--- config.mk ---
export PLATFORM = sky130hd
export DESIGN_NAME = mem_access_unit
export DESIGN_NICKNAME = d
export VERILOG_FILES = /design/src/rtl/mem_pkg.sv /design/src/rtl/load_extend.sv /design/src/rtl/mem_access_unit.sv
export SDC_FILE = /design/constraint.sdc
export NUM_CORES = 1
export LEC_CHECK = 0
export ABC_AREA = 1
export CAP_MARGIN = 20
export CORE_AREA = 2 2 130 132
export DETAILED_ROUTE_END_ITERATION = 6
export DIE_AREA = 0 0 132 134
export PLACE_DENSITY = 0.72
export SYNTH_ARGS = -nofsm -noshare
export SYNTH_HDL_FRONTEND = slang
export SYNTH_SLANG_ARGS = --single-unit
export TNS_END_PERCENT = 5
--- constraint.sdc ---
create_clock -name clk_i -period 4.4 [get_ports clk_i]
set_input_delay 0.88 -clock clk_i [delete_from_list [all_inputs] [get_ports clk_i]]
set_output_delay 0.88 -clock clk_i [all_outputs]
set_load 0.01 [all_outputs]
--- src/rtl/mem_pkg.sv ---
// Shared definitions for the memory access stage: funct3 encodings, FSM state,
// access-size decode and store lane helpers.
package mem_pkg;

    localparam logic [2:0] F3_B  = 3'b000;
    localparam logic [2:0] F3_H  = 3'b001;
    localparam logic [2:0] F3_W  = 3'b010;
    localparam logic [2:0] F3_BU = 3'b100;
    localparam logic [2:0] F3_HU = 3'b101;

    typedef enum logic {
        ST_IDLE,
        ST_ACCESS
    } state_e;

    typedef enum logic [1:0] {
        SZ_B,
        SZ_H,
        SZ_W
    } size_e;

    // Stores only know B/H; every other store encoding, and every unlisted load, is a word.
    function automatic size_e access_size(input logic [2:0] f3, input logic is_store);
        size_e sz;
        sz = SZ_W;
        if (is_store) begin
            if (f3 == F3_B)      sz = SZ_B;
            else if (f3 == F3_H) sz = SZ_H;
        end else begin
            if (f3 == F3_B || f3 == F3_BU)      sz = SZ_B;
            else if (f3 == F3_H || f3 == F3_HU) sz = SZ_H;
        end
        return sz;
    endfunction

    function automatic logic is_misaligned(input size_e sz, input logic [1:0] off);
        return (sz == SZ_H && off[0]) || (sz == SZ_W && off != 2'b00);
    endfunction

    function automatic logic [3:0] store_be(input size_e sz, input logic [1:0] off);
        logic [3:0] be;
        case (sz)
            SZ_B:    be = 4'b0001 << off;
            SZ_H:    be = 4'b0011 << off;
            default: be = 4'b1111;
        endcase
        return be;
    endfunction

    function automatic logic [31:0] store_data(input size_e sz, input logic [31:0] d);
        logic [31:0] w;
        case (sz)
            SZ_B:    w = {4{d[7:0]}};
            SZ_H:    w = {2{d[15:0]}};
            default: w = d;
        endcase
        return w;
    endfunction

endpackage

--- src/rtl/load_extend.sv ---
// Aligns the addressed lane of a returned memory word to bit 0 and applies
// sign or zero extension according to the load funct3.
module load_extend
    import mem_pkg::*;
(
    input  logic [31:0] rdata_i,
    input  logic [1:0]  offset_i,
    input  logic [2:0]  funct3_i,
    output logic [31:0] data_o
);

    logic [31:0] w_shifted;

    assign w_shifted = rdata_i >> {offset_i, 3'b000};

    always_comb begin
        case (funct3_i)
            F3_B:    data_o = {{24{w_shifted[7]}}, w_shifted[7:0]};
            F3_H:    data_o = {{16{w_shifted[15]}}, w_shifted[15:0]};
            F3_BU:   data_o = {24'h0, w_shifted[7:0]};
            F3_HU:   data_o = {16'h0, w_shifted[15:0]};
            default: data_o = w_shifted;
        endcase
    end

endmodule

--- src/rtl/mem_access_unit.sv ---
// Memory stage: passes non-memory results through in one cycle, issues aligned
// loads/stores to the data memory, and aborts on misalignment or ack timeout.
module mem_access_unit
    import mem_pkg::*;
#(
    parameter int MEM_TIMEOUT = 255
) (
    input  logic        clk_i,
    input  logic        rst_i,
    input  logic        valid_i,
    input  logic        mem_read_i,
    input  logic        mem_write_i,
    input  logic [2:0]  funct3_i,
    input  logic [31:0] addr_i,
    input  logic [31:0] wdata_i,
    input  logic [4:0]  rd_i,
    input  logic        reg_write_i,
    output logic        ready_o,
    output logic        valid_o,
    output logic [31:0] wb_data_o,
    output logic [4:0]  rd_o,
    output logic        reg_write_o,
    output logic        misalign_o,
    output logic        timeout_o,
    output logic        dmem_req_o,
    output logic        dmem_we_o,
    output logic [31:0] dmem_addr_o,
    output logic [3:0]  dmem_be_o,
    output logic [31:0] dmem_wdata_o,
    input  logic        dmem_ack_i,
    input  logic [31:0] dmem_rdata_i
);

    localparam logic [7:0] LP_CNT_LAST = 8'(MEM_TIMEOUT - 1);

    state_e      r_state, w_nxt_state;
    logic [7:0]  r_cnt, w_nxt_cnt;
    logic        r_valid, w_nxt_valid;
    logic [31:0] r_wb_data, w_nxt_wb_data;
    logic [4:0]  r_rd, w_nxt_rd;
    logic        r_reg_write, w_nxt_reg_write;
    logic        r_misalign, w_nxt_misalign;
    logic        r_timeout, w_nxt_timeout;
    logic        r_req, w_nxt_req;
    logic        r_we, w_nxt_we;
    logic [31:0] r_addr, w_nxt_addr;
    logic [3:0]  r_be, w_nxt_be;
    logic [31:0] r_wdata, w_nxt_wdata;
    logic [2:0]  r_f3, w_nxt_f3;
    logic [1:0]  r_off, w_nxt_off;
    logic        r_store, w_nxt_store;
    logic [4:0]  r_op_rd, w_nxt_op_rd;
    logic        r_op_reg_write, w_nxt_op_reg_write;

    size_e       w_size;
    logic [31:0] w_load_data;

    load_extend u_load_extend (
        .rdata_i  (dmem_rdata_i),
        .offset_i (r_off),
        .funct3_i (r_f3),
        .data_o   (w_load_data)
    );

    assign w_size = access_size(funct3_i, mem_write_i);

    // NOTE: every signal gets a default first so no path can infer a latch.
    always_comb begin
        w_nxt_state        = r_state;
        w_nxt_cnt          = r_cnt;
        w_nxt_valid        = 1'b0;
        w_nxt_wb_data      = r_wb_data;
        w_nxt_rd           = r_rd;
        w_nxt_reg_write    = r_reg_write;
        w_nxt_misalign     = 1'b0;
        w_nxt_timeout      = 1'b0;
        w_nxt_req          = r_req;
        w_nxt_we           = r_we;
        w_nxt_addr         = r_addr;
        w_nxt_be           = r_be;
        w_nxt_wdata        = r_wdata;
        w_nxt_f3           = r_f3;
        w_nxt_off          = r_off;
        w_nxt_store        = r_store;
        w_nxt_op_rd        = r_op_rd;
        w_nxt_op_reg_write = r_op_reg_write;

        case (r_state)
            ST_IDLE: begin
                if (valid_i) begin
                    w_nxt_rd = rd_i;
                    if (!(mem_read_i || mem_write_i)) begin
                        w_nxt_valid     = 1'b1;
                        w_nxt_wb_data   = addr_i;
                        w_nxt_reg_write = reg_write_i;
                    end else if (is_misaligned(w_size, addr_i[1:0])) begin
                        w_nxt_valid     = 1'b1;
                        w_nxt_misalign  = 1'b1;
                        w_nxt_wb_data   = 32'h0;
                        w_nxt_reg_write = 1'b0;
                    end else begin
                        w_nxt_state        = ST_ACCESS;
                        w_nxt_cnt          = 8'h0;
                        w_nxt_req          = 1'b1;
                        w_nxt_we           = mem_write_i;
                        w_nxt_addr         = {addr_i[31:2], 2'b00};
                        w_nxt_be           = mem_write_i ? store_be(w_size, addr_i[1:0]) : 4'b1111;
                        w_nxt_wdata        = store_data(w_size, wdata_i);
                        w_nxt_f3           = funct3_i;
                        w_nxt_off          = addr_i[1:0];
                        w_nxt_store        = mem_write_i;
                        w_nxt_op_rd        = rd_i;
                        w_nxt_op_reg_write = reg_write_i;
                    end
                end
            end
            ST_ACCESS: begin
                // Ack is tested first so a response on the last allowed cycle still completes.
                if (dmem_ack_i) begin
                    w_nxt_state     = ST_IDLE;
                    w_nxt_req       = 1'b0;
                    w_nxt_we        = 1'b0;
                    w_nxt_valid     = 1'b1;
                    w_nxt_rd        = r_op_rd;
                    w_nxt_wb_data   = r_store ? 32'h0 : w_load_data;
                    w_nxt_reg_write = r_store ? 1'b0 : r_op_reg_write;
                end else if (r_cnt == LP_CNT_LAST) begin
                    w_nxt_state     = ST_IDLE;
                    w_nxt_req       = 1'b0;
                    w_nxt_we        = 1'b0;
                    w_nxt_valid     = 1'b1;
                    w_nxt_timeout   = 1'b1;
                    w_nxt_rd        = r_op_rd;
                    w_nxt_wb_data   = 32'h0;
                    w_nxt_reg_write = 1'b0;
                end else begin
                    w_nxt_cnt = r_cnt + 8'h1;
                end
            end
            default: w_nxt_state = ST_IDLE;
        endcase
    end

    // NOTE: sequential state uses non-blocking assignments so all registers update together.
    always_ff @(posedge clk_i or posedge rst_i) begin
        if (rst_i) r_state <= ST_IDLE;
        else       r_state <= w_nxt_state;
    end

    always_ff @(posedge clk_i or posedge rst_i) begin
        if (rst_i) begin
            r_cnt          <= 8'h0;
            r_valid        <= 1'b0;
            r_wb_data      <= 32'h0;
            r_rd           <= 5'h0;
            r_reg_write    <= 1'b0;
            r_misalign     <= 1'b0;
            r_timeout      <= 1'b0;
            r_req          <= 1'b0;
            r_we           <= 1'b0;
            r_addr         <= 32'h0;
            r_be           <= 4'h0;
            r_wdata        <= 32'h0;
            r_f3           <= 3'h0;
            r_off          <= 2'h0;
            r_store        <= 1'b0;
            r_op_rd        <= 5'h0;
            r_op_reg_write <= 1'b0;
        end else begin
            r_cnt          <= w_nxt_cnt;
            r_valid        <= w_nxt_valid;
            r_wb_data      <= w_nxt_wb_data;
            r_rd           <= w_nxt_rd;
            r_reg_write    <= w_nxt_reg_write;
            r_misalign     <= w_nxt_misalign;
            r_timeout      <= w_nxt_timeout;
            r_req          <= w_nxt_req;
            r_we           <= w_nxt_we;
            r_addr         <= w_nxt_addr;
            r_be           <= w_nxt_be;
            r_wdata        <= w_nxt_wdata;
            r_f3           <= w_nxt_f3;
            r_off          <= w_nxt_off;
            r_store        <= w_nxt_store;
            r_op_rd        <= w_nxt_op_rd;
            r_op_reg_write <= w_nxt_op_reg_write;
        end
    end

    assign ready_o      = (r_state == ST_IDLE);
    assign valid_o      = r_valid;
    assign wb_data_o    = r_wb_data;
    assign rd_o         = r_rd;
    assign reg_write_o  = r_reg_write;
    assign misalign_o   = r_misalign;
    assign timeout_o    = r_timeout;
    assign dmem_req_o   = r_req;
    assign dmem_we_o    = r_we;
    assign dmem_addr_o  = r_addr;
    assign dmem_be_o    = r_be;
    assign dmem_wdata_o = r_wdata;

endmodule

### Metal 2, run 1

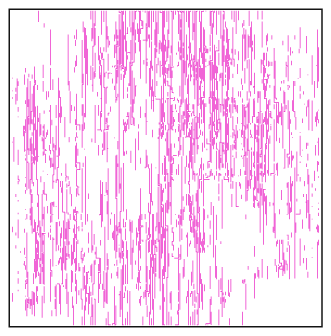
longest straight run: 61.9 um
share of all routed wire: 47%

### Met3 routing, run 1

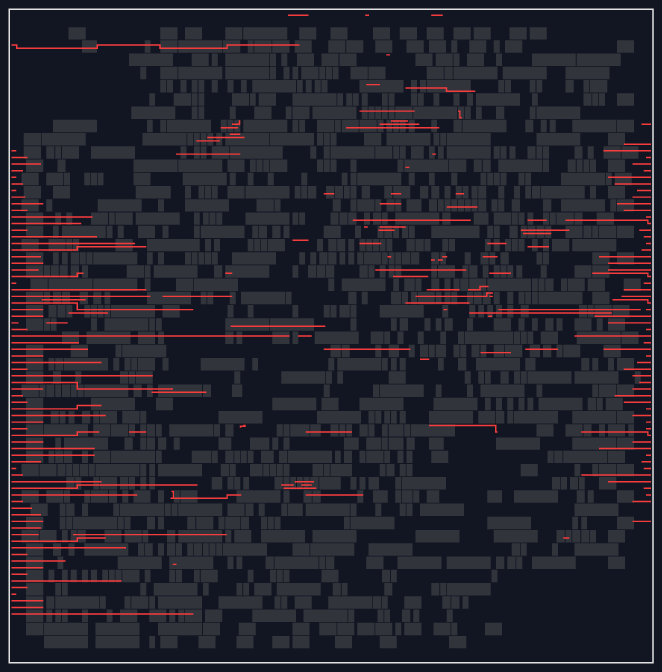
share of all routed wire: 8.3%
longest straight run: 56.8 um
wire length on this layer: 1690 um

### Metal 4, run 1

Scale bar: 50 um.
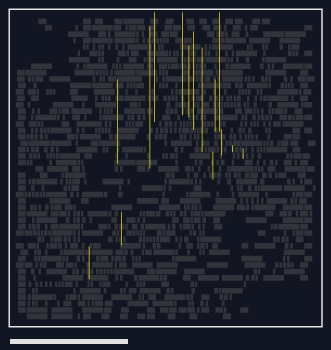
main direction: vertical
wire length on this layer: 429 um

-- run 1: power groups by stage --
stage | Combinational, mW | Sequential (mW) | Clock (mW)
floorplan | 0.671 | 1.73 | 0
global placement | 1.46 | 1.66 | 0
detailed placement | 1.48 | 1.66 | 0
CTS | 1.48 | 1.65 | 1.40
global route | 1.65 | 1.68 | 1.45
finish | 1.50 | 1.64 | 1.38
-- run 1: placed cells by master (no fill, tap or decap), types with 3 or more instances in the layout --
cell / n
nor2_1: 27
inv_2: 5
clkinv_2: 4
a21oi_1: 27
clkdlybuf4s50_1: 220
inv_1: 49
clkinv_4: 3
clkinvlp_4: 3
xor2_1: 4
o21ai_0: 35
nor3_1: 3
nand2_2: 3
o22ai_1: 8
nand3_1: 45
buf_4: 3
clkbuf_16: 17
o21ai_1: 41
nand2_1: 478
dfrtp_1: 130
-- run 1: worst register-to-register path: cells and delay by family (launching register included) --
family | cells | cell delay, ns
flip-flops | 1 | 0.41
AND/OR/NAND/NOR | 4 | 0.78
AND-OR/OR-AND | 1 | 0.54
buffers and inverters | 2 | 0.98
-- run 1: cell type report --
cell class	instances	area [um^2]
Clock buffer	19	433
Clock inverter	13	138
Fill cell	1543	6760
Inverter	57	221
Multi-Input combinational cell	688	2910
Sequential cell	130	3250
Tap cell	220	275
Timing Repair Buffer	226	2300
-- run 1: routing by layer --
metal	vias up	routed length, um	GRT usage (%)
met4	0	429	8.51
li1	3275	-	-
met3	33	1690	7.45
met1	3012	8770	29.9
met2	263	9500	37.6
met5	-	0	0
-- run 1: sequential cells by signal, indices dropped and copies added (netlist names), 2 cells and up --
signal	flops
r_op_rd	5
dmem_wdata_o	32
dmem_addr_o	30
r_cnt	8
rd_o	5
r_f3	3
wb_data_o	32
r_off	2
dmem_be_o	4
==> deck_impl_summary.md, run 1 <==
Flow Results at a Glance

Setup path
  – Reg-to-reg critical path startpoint: r_state
  – Flop-to-flop setup slack: 1.62 ns
  – FF-to-FF path depth: 7
  – Largest fanout of any net on the critical path: 34
  – Series of cell instances along the critical path: clkdlybuf4s50_1 -> nand2_1 -> nand2_2 -> nor2_4 -> nand2_1 -> nand2_1 -> inv_2 -> nand2_1 -> nand2_4 -> inv_4 -> nand2_1 -> nand2_1
  – Arrival time of the worst setup path: 3.33 ns
  – WS Path Type: input pin to flop
  – Cell class contributing the biggest share of worst-path delay: simple AND/OR/NAND/NOR gates
  – CP endpoint kind: flop
  – Worst Path Buf+Inv: 3
  – Depth of the critical timing path with buffers and inverters included: 12
  – Largest stage delay on the critical path: 0.52 ns
  – Critical R2R Capture: wb_data_o[22]
  – CP Data Required Time: 4.76 ns

Power
  – Share of total power in the clock network: 30.5%
  – Max IR drop VDD: 0.317 mV
  – Total chip power: 4.52 mW
  – Total power divided by cell area: 475 mW/mm^2
  – Psw: 1.49 mW
  – Cell internal power dissipation: 3.03 mW
  – Sequential fraction of design power: 36.3%
  – Leakage power of the design: 4.75 nW
  – Share of total power consumed by net switching: 33.0%

Synth
  – Library cell occupying the most area in the post-synthesis netlist: dfrtp_1
  – Ao+oa area frac: 8.89%
  – Warnings from Yosys: 0
  – Multiplexer area fraction after synthesis: 0%
  – Most frequent cell after synthesis: nand2_1
  – Arithmetic-cell share of the synthesized area counting full adders, half adders and majority gates: 0.375%
  – Number of different library cells in the post-synthesis netlist: 33
  – Sequential area share after synthesis: 48.8%
  – Most used flip-flop cell after synthesis: dfrtp_1
  – Area reported by Yosys stat: 0.00667 mm^2
  – Top post-synthesis cells by area: dfrtp_1, nand2_1, nand3_1, o21ai_1, inv_1
  – Area share, top type: 48.8%
  – Post-synthesis instance area: 0.00667 mm^2
  – Simple-Gate Fraction of Synth Area: 33.5%
  – Synth top cells by count: nand2_1, dfrtp_1, inv_1, nand3_1, o21ai_1
  – #FFs+latches synth: 130

Final timing
  – Setup repair after global routing missed its margin: no
  – Min Clock Period, post-route: 2.97 ns
  – Post-route worst setup slack: 1.43 ns
  – Hold slack: 0.475 ns
  – Setup-violating endpoint count in the final report: 0
  – Worst Max-Slew Pin Slew: 0.780 ns
  – Final cycle utilization of the critical path: 67.5%
  – Setup skew after layout: 0.00818 ns
  – Number of hold violations in the final report: 0
  – Worst slew slack as a fraction of its limit: 47.8%

Clocking
  – Worst skew pair latency: 0.42 ns
  – TritonCTS buffer count: 17
  – Cts-stage hold buffer count: 0
  – Cts repair resizes: 0
  – TritonCTS clock tree: built
  – H-Tree Level Count: 4
  – Clock sink count: 130
  – Root cell of the clock tree: clkbuf_16
  – Worst-case clock buffer depth: 2
  – Worst-path clk slew: 0.06 ns

Floorplan
  – Number of rows created at floorplan: 47
  – Effective utilization at floorplan: 40.9%
  – DIE HEIGHT: 134 um
  – Ports placed on the boundary: 223
  – Core region area: 0.0163 mm^2

Global route
  – Number of global-route vias before repair: 6214
  – First-pass GRT wire length: 32800 um
  – Gr usage total: 23.5%
  – Total congestion overflow: 0

Layout
  – Share of post-route cells with drive strength above 1: 4.85%
  – Nets: 1233
  – Area growth from synthesis to layout: 42.9%
  – Core utilization of the finished layout: 58.5%
  – Post-route design area: 0.00953 mm^2

Outcome
  – Status: complete, no violations

Routing
  – Number of routed nets with antenna violations: 0
  – Routed wire length per instance: 15.1 um
  – Per-cell via count in the routed design: 4.87
  – DRC Markers: 0
  – Vias after detailed routing: 6583
  – Iteration-0 DRC Markers: 437
  – First-pass iteration count of the detailed router: 5

Placed design
  – Last weighted congestion value of the routability-driven placer: 0.898
  – Placed standard-cell area: 0.00890 mm^2
  – Setup WS pre-CTS: 0.990 ns
  – Count of input and output buffers: 220

Hold path
  – Hold worst-path end: dmem_we_o
  – Worst hold path depth: 2
  – Source of the worst hold timing path: dmem_we_o

Flow run
  – Tool warnings: 27
### M1 wires, run 1

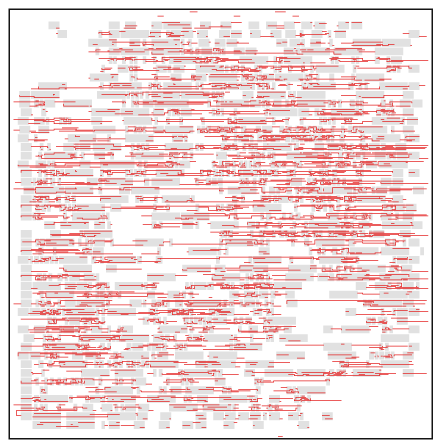

==> run 2, diff against run 1 <==
==> constraint.sdc (replaced) <==
create_clock -name clk_i -period 2.4 [get_ports clk_i]
set_input_delay 0.48 -clock clk_i [delete_from_list [all_inputs] [get_ports clk_i]]
set_output_delay 0.48 -clock clk_i [all_outputs]
set_load 0.01 [all_outputs]
### M1 wires, run 2

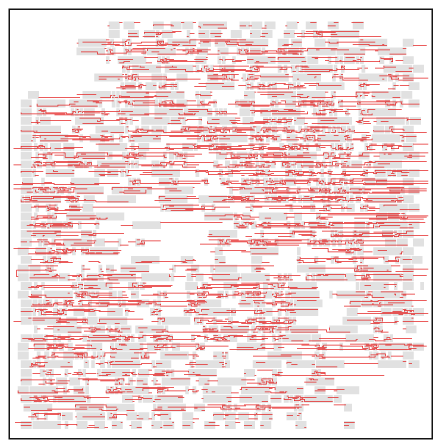
main direction: horizontal
share of all routed wire: 42%

### Metal 2, run 2

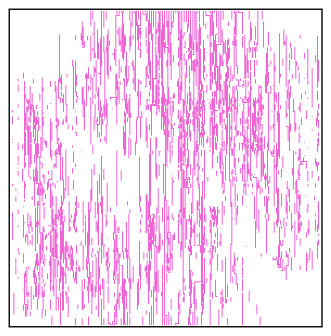
wire length on this layer: 9470 um
longest straight run: 52.7 um
nets with wire on the layer: 975
main direction: vertical
share of all routed wire: 47%

==> deck_impl_summary.md, run 2 <==
Flow Results at a Glance

Outcome
  – Status: complete, no violations

Layout
  – Most instantiated logic cell after routing: nand2_1
  – Share of post-route cells with drive strength above 1: 6.10% (+1.2 points)
  – Area growth from synthesis to layout: 44.6%
  – Core utilization of the finished layout: 59.2% (+0.70 points)
  – Top library cells by usage in the layout, fill and taps aside: nand2_1, clkdlybuf4s50_1, dfrtp_1

Final timing
  – Number of hold violations in the final report: 0 (unchanged)
  – Setup skew after layout: 0.00722 ns (-0.000960 ns)
  – Final cycle utilization of the critical path: 89.0%
  – Min Clock Period, post-route: 2.14 ns
  – Setup-violating endpoint count in the final report: 0 (unchanged)
  – Post-route worst setup slack: 0.264 ns (-1.17 ns)

Power
  – Flop+latch power: 3.01 mW (+84%)
  – P_comb: 2.76 mW (+84%)
  – Cell internal power dissipation: 5.64 mW (+86%)
  – Psw: 2.68 mW (+80%)
  – Largest Pwr Group: registers
  – Total power divided by cell area: 863 mW/mm^2 (+82%)
  – Max IR drop VDD: 0.515 mV (+62%)
  – Total clock network power: 2.55 mW (+85%)
  – Share of total power consumed by net switching: 32.2% (-0.76 points)
  – Sequential fraction of design power: 36.2% (about the same)
  – Share of total power in the clock network: 30.6% (about the same)

Routing
  – DRC Markers: 0 (unchanged)
  – Vias after detailed routing: 6635 (+0.79%)
  – Iteration-0 DRC Markers: 510 (+17%)
  – First-pass iteration count of the detailed router: 7 (+2)
  – Routed wire length per instance: 14.8 um (-1.7%)
  – Per-cell via count in the routed design: 4.85 (-0.32%)

Setup path
  – Arrival time of the worst setup path: 1.66 ns (-1.67 ns)
  – Flop-to-flop setup slack: 0.31 ns (-1.31 ns)
  – CP endpoint kind: output port
  – Largest fanout of any net on the critical path: 9 (-74%)
  – CP Data Required Time: 1.92 ns (-2.84 ns)
  – Cell class contributing the biggest share of worst-path delay: buffers and inverters
  – Worst Path Buf+Inv: 2 (-1)

Synth
  – Sequential area share after synthesis: 48.8% (unchanged)
  – #FFs+latches synth: 130 (unchanged)
  – Area share, top type: 48.8% (unchanged)
  – Number of different library cells in the post-synthesis netlist: 33 (unchanged)
  – Most frequent cell after synthesis: nand2_1
  – Warnings from Yosys: 0 (unchanged)
  – Library cell occupying the most area in the post-synthesis netlist: dfrtp_1
  – Post-synthesis instance area: 0.00667 mm^2 (unchanged)
  – Simple-Gate Fraction of Synth Area: 33.5% (unchanged)
  – Top post-synthesis cells by area: dfrtp_1, nand2_1, nand3_1, o21ai_1, inv_1

Clocking
  – Cts-stage hold buffer count: 0 (unchanged)
  – TritonCTS clock tree: built
  – Cts repair resizes: 0 (unchanged)
  – Worst-path clk slew: 0.06 ns (about the same)
  – Clock sink count: 130 (unchanged)
  – Worst-case clock buffer depth: 2 (unchanged)
  – Worst skew pair latency: 0.42 ns (about the same)

Floorplan
  – Ports placed on the boundary: 223 (unchanged)
  – Number of rows created at floorplan: 47 (unchanged)
  – DIE HEIGHT: 134 um (unchanged)
  – Effective utilization at floorplan: 40.9% (unchanged)

Global route
  – Gr usage total: 23.0% (-0.50 points)
  – Total congestion overflow: 0 (unchanged)
  – Number of global-route vias before repair: 6394 (+2.9%)

Flow run
  – Tool warnings: 27 (unchanged)

Placed design
  – Setup WS pre-CTS: 0.0505 ns (-0.940 ns)
  – Count of input and output buffers: 220 (unchanged)
  – Last weighted congestion value of the routability-driven placer: 0.869 (-3.2%)
## run 2: cell counts after synthesis
No cell type changed its count.
## run 2: worst min-delay path: stages (launching register included)
cell and delay [ns]:
dfrtp_1 0.34, nand2_1 0.05, nand2_1 0.05
## run 2: path summary, 6_finish.rpt
kind                                 start               to  depth (start not counted)
setup / recovery                   r_state          ready_o                          2
hold / removal             dmem_addr_o[17]  dmem_addr_o[17]                          2
setup reg to reg                   r_f3[1]    wb_data_o[25]                          9
hold reg to reg            dmem_addr_o[17]  dmem_addr_o[17]                          2
max in group asynchronous            rst_i  dmem_wdata_o[4]                          3
min in group asynchronous            rst_i         r_off[0]                          3
## run 2: through the flow
stage	total power, mW	cells	hold slack [ns]	instance area, um^2
6_report	8.32	1368	0.480	9640
5_1_grt	8.80	1368	0.492	9640
2_1_floorplan	4.41	926	0.454	6680
4_1_cts	8.40	1368	0.480	9640
3_3_place_gp	5.77	1337	0.459	9060
3_5_place_dp	5.81	1337	0.464	9060
## run 2: metal layers
layer  wire length (um)  track usage (%)
met2               9470             36.9
met5                  0                0
met4                480             8.64
met3               1710             6.73
met1               8610             29.5
## run 2: cells by family (layout without fill, tap and decap cells)
logic type / after synthesis / in the layout
flip-flops: 130 / 130
buffers and inverters: 108 / 330
adder cells (fa/ha/maj): 2 / 2
XOR/XNOR: 5 / 5
AND/OR/NAND/NOR: 565 / 565
other: 1 / 2
AND-OR/OR-AND: 114 / 114
## run 2: cell type report
cell class,instances,area (um^2)
clock inverter,9,106
multi-input combinational,688,2910
tap,220,275
timing repair buffer,242,2400
inverter,57,220
fill,1536,6650
clock buffer,22,474
sequential,130,3250
==> run 3, diff against run 2 <==
--- a/config.mk
+++ b/config.mk
@@ -11,6 +11,7 @@
 export DETAILED_ROUTE_END_ITERATION = 6
 export DIE_AREA = 0 0 132 134
 export PLACE_DENSITY = 0.72
+export SKIP_CTS_REPAIR_TIMING = 1
 export SYNTH_ARGS = -nofsm -noshare
 export SYNTH_HDL_FRONTEND = slang
 export SYNTH_SLANG_ARGS = --single-unit
### Metal 4, run 3

Scale bar: 50 um.
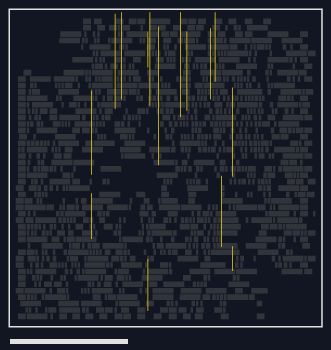
share of all routed wire: 2.4%
longest straight run: 58.5 um
nets with wire on the layer: 11
wire length on this layer: 480 um
main direction: vertical

==> deck_impl_summary.md, run 3 <==
Flow Results at a Glance

Layout
  – Share of post-route cells with drive strength above 1: 6.10% (unchanged)
  – Nets: 1249
  – Top library cells by usage in the layout, fill and taps aside: nand2_1, clkdlybuf4s50_1, dfrtp_1
  – Filler-free cell count of the finished design: 1368 (unchanged)
  – Area growth from synthesis to layout: 44.6% (unchanged)
  – Most instantiated logic cell after routing: nand2_1
  – Number of fillers in the final layout: 1536 (unchanged)

Global route
  – Number of global-route vias before repair: 6394 (unchanged)
  – Total congestion overflow: 0 (unchanged)
  – Global-route met1 utilization: 29.5% (unchanged)
  – Initial antenna violation count: 0
  – Met2 usage in global routing: 36.9% (unchanged)
  – Global-route layer with the greatest usage: met2
  – Global routing met3 resource utilization: 6.73% (unchanged)
  – Gr usage total: 23.0% (unchanged)

Final timing
  – Min Clock Period, post-route: 2.14 ns (unchanged)
  – Setup skew after layout: 0.00722 ns (unchanged)
  – Worst Max-Slew Pin Slew: 0.751 ns
  – Post-route worst setup slack: 0.264 ns (unchanged)
  – Hold slack: 0.480 ns (unchanged)
  – Worst slew slack as a fraction of its limit: 49.7%
  – Top achievable clock speed: 468 MHz
  – Count of final max-slew check failures: 0
  – Number of hold violations in the final report: 0 (unchanged)
  – Setup-violating endpoint count in the final report: 0 (unchanged)
  – Final cycle utilization of the critical path: 89.0% (unchanged)

Routing
  – Wire length on met2: 9470 um (unchanged)
  – Detail Route met3 WL: 1710 um (unchanged)
  – DRC Markers: 0 (unchanged)
  – First-pass iteration count of the detailed router: 7 (unchanged)
  – Number of routed nets with antenna violations: 0
  – Metal1 wirelength: 8610 um (unchanged)
  – Vias after detailed routing: 6635 (unchanged)
  – Top sig layer: met4
  – Per-cell via count in the routed design: 4.85 (unchanged)
  – Routed wire length per instance: 14.8 um (unchanged)
  – Iteration-0 DRC Markers: 510 (unchanged)

Clocking
  – Worst-case clock buffer depth: 2 (unchanged)
  – TritonCTS clock tree: built
  – Worst-path clk slew: 0.06 ns (about the same)
  – Root cell of the clock tree: clkbuf_16
  – Clock sink count: 130 (unchanged)
  – H-Tree Level Count: 4
  – Worst skew pair latency: 0.42 ns (about the same)
  – TritonCTS buffer count: 17

Setup path
  – CP endpoint kind: output port
  – CP Data Required Time: 1.92 ns (about the same)
  – Worst Path Buf+Inv: 2 (unchanged)
  – Arrival time of the worst setup path: 1.66 ns (about the same)
  – Largest fanout of any net on the critical path: 9 (unchanged)
  – Largest stage delay on the critical path: 0.59 ns
  – Cell class contributing the biggest share of worst-path delay: buffers and inverters

Floorplan
  – Total Die Area: 0.0177 mm^2
  – Effective utilization at floorplan: 40.9% (unchanged)
  – Number of rows created at floorplan: 47 (unchanged)
  – Die W: 132 um
  – DIE HEIGHT: 134 um (unchanged)
  – Core region area: 0.0163 mm^2
  – Ports placed on the boundary: 223 (unchanged)

Placed design
  – Hpwl dp: 14700 um
  – Cell Count Post-Placement: 1337 (unchanged)
  – Count of input and output buffers: 220 (unchanged)
  – Setup WS pre-CTS: 0.0505 ns (unchanged)
  – Last weighted congestion value of the routability-driven placer: 0.869 (unchanged)

Flow run
  – Tool warnings: 27 (unchanged)
  – Max-Cap Viols: 0

Synth
  – Sequential area share after synthesis: 48.8% (unchanged)
  – Per-instance average area after synthesis: 7.21 um^2
  – Warnings from Yosys: 0 (unchanged)
  – Library cell occupying the most area in the post-synthesis netlist: dfrtp_1
  – Area share, top type: 48.8% (unchanged)
  – Fraction of synthesis flops using an asynchronous set or reset pin: 100%
  – #FFs+latches synth: 130 (unchanged)
  – Yosys Instances: 925
  – Post-synthesis instance area: 0.00667 mm^2 (unchanged)
  – Top post-synthesis cells by area: dfrtp_1, nand2_1, nand3_1, o21ai_1, inv_1
  – Most frequent cell after synthesis: nand2_1
  – Number of different library cells in the post-synthesis netlist: 33 (unchanged)

Outcome
  – Status: complete, no violations

Power
  – Total power divided by cell area: 863 mW/mm^2 (unchanged)
  – Max IR drop VDD: 0.515 mV (unchanged)
### M1 wires, run 3

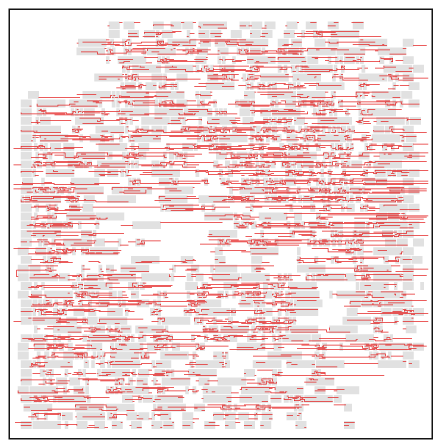
nets with wire on the layer: 1093
share of all routed wire: 42%
main direction: horizontal
longest straight run: 36.3 um
wire length on this layer: 8610 um

==> run 3: cell counts in the layout (fill, tap and decap cells not counted) <==
Identical to the previous run, type by type.
==> run 3: cells by family after synthesis <==
group           share of synthesized area [%]
xor+xnor                                0.657
other cells                            0.0562
fa+ha+maj                               0.375
flops                                    48.8
compound gates                           8.89
simple gates                             33.5
buf+inv                                  7.69
==> run 3: path summary, 6_finish.rpt <==
path	cells after the start	end	slack, ns	from
worst max-delay path	2	ready_o	0.26	r_state
worst min-delay path	2	dmem_addr_o[17]	0.48	dmem_addr_o[17]
worst max register to register	9	wb_data_o[25]	0.31	r_f3[1]
worst min register to register	2	dmem_addr_o[17]	0.48	dmem_addr_o[17]
max in group asynchronous	3	dmem_wdata_o[4]	1.31	rst_i
min in group asynchronous	3	r_off[0]	0.54	rst_i
==> run 3: power breakdown <==
part / switching (mW) / internal [mW] / leakage, nW
clock network: 0.946 / 1.60 / 0.278
logic: 1.41 / 1.35 / 2.88
registers: 0.322 / 2.69 / 1.66
total: 2.68 / 5.64 / 4.82
==> run 3: layout make-up <==
| cell class | instances | area [um^2] | share of cell area (%) |
|---|---|---|---|
| inverters | 57 | 220 | 2.28 |
| well taps | 220 | 275 | 2.86 |
| flip-flops and latches | 130 | 3250 | 33.7 |
| clock buffers | 22 | 474 | 4.92 |
| clock inverters | 9 | 106 | 1.10 |
| multi-input cells | 688 | 2910 | 30.1 |
| repair buffers | 242 | 2400 | 24.9 |
==> run 3: per-stage QoR <==
stage | power (mW) | cell area [um^2] | util (%)
2_1_floorplan | 4.41 | 6680 | -
3_3_place_gp | 5.77 | 9060 | 55.6
3_5_place_dp | 5.81 | 9060 | 55.6
4_1_cts | 8.40 | 9640 | 59.2
5_1_grt | 8.80 | 9640 | 59.2
6_report | 8.32 | 9640 | 59.2
No activity file was given, so power comes from the tool's default toggle rates.
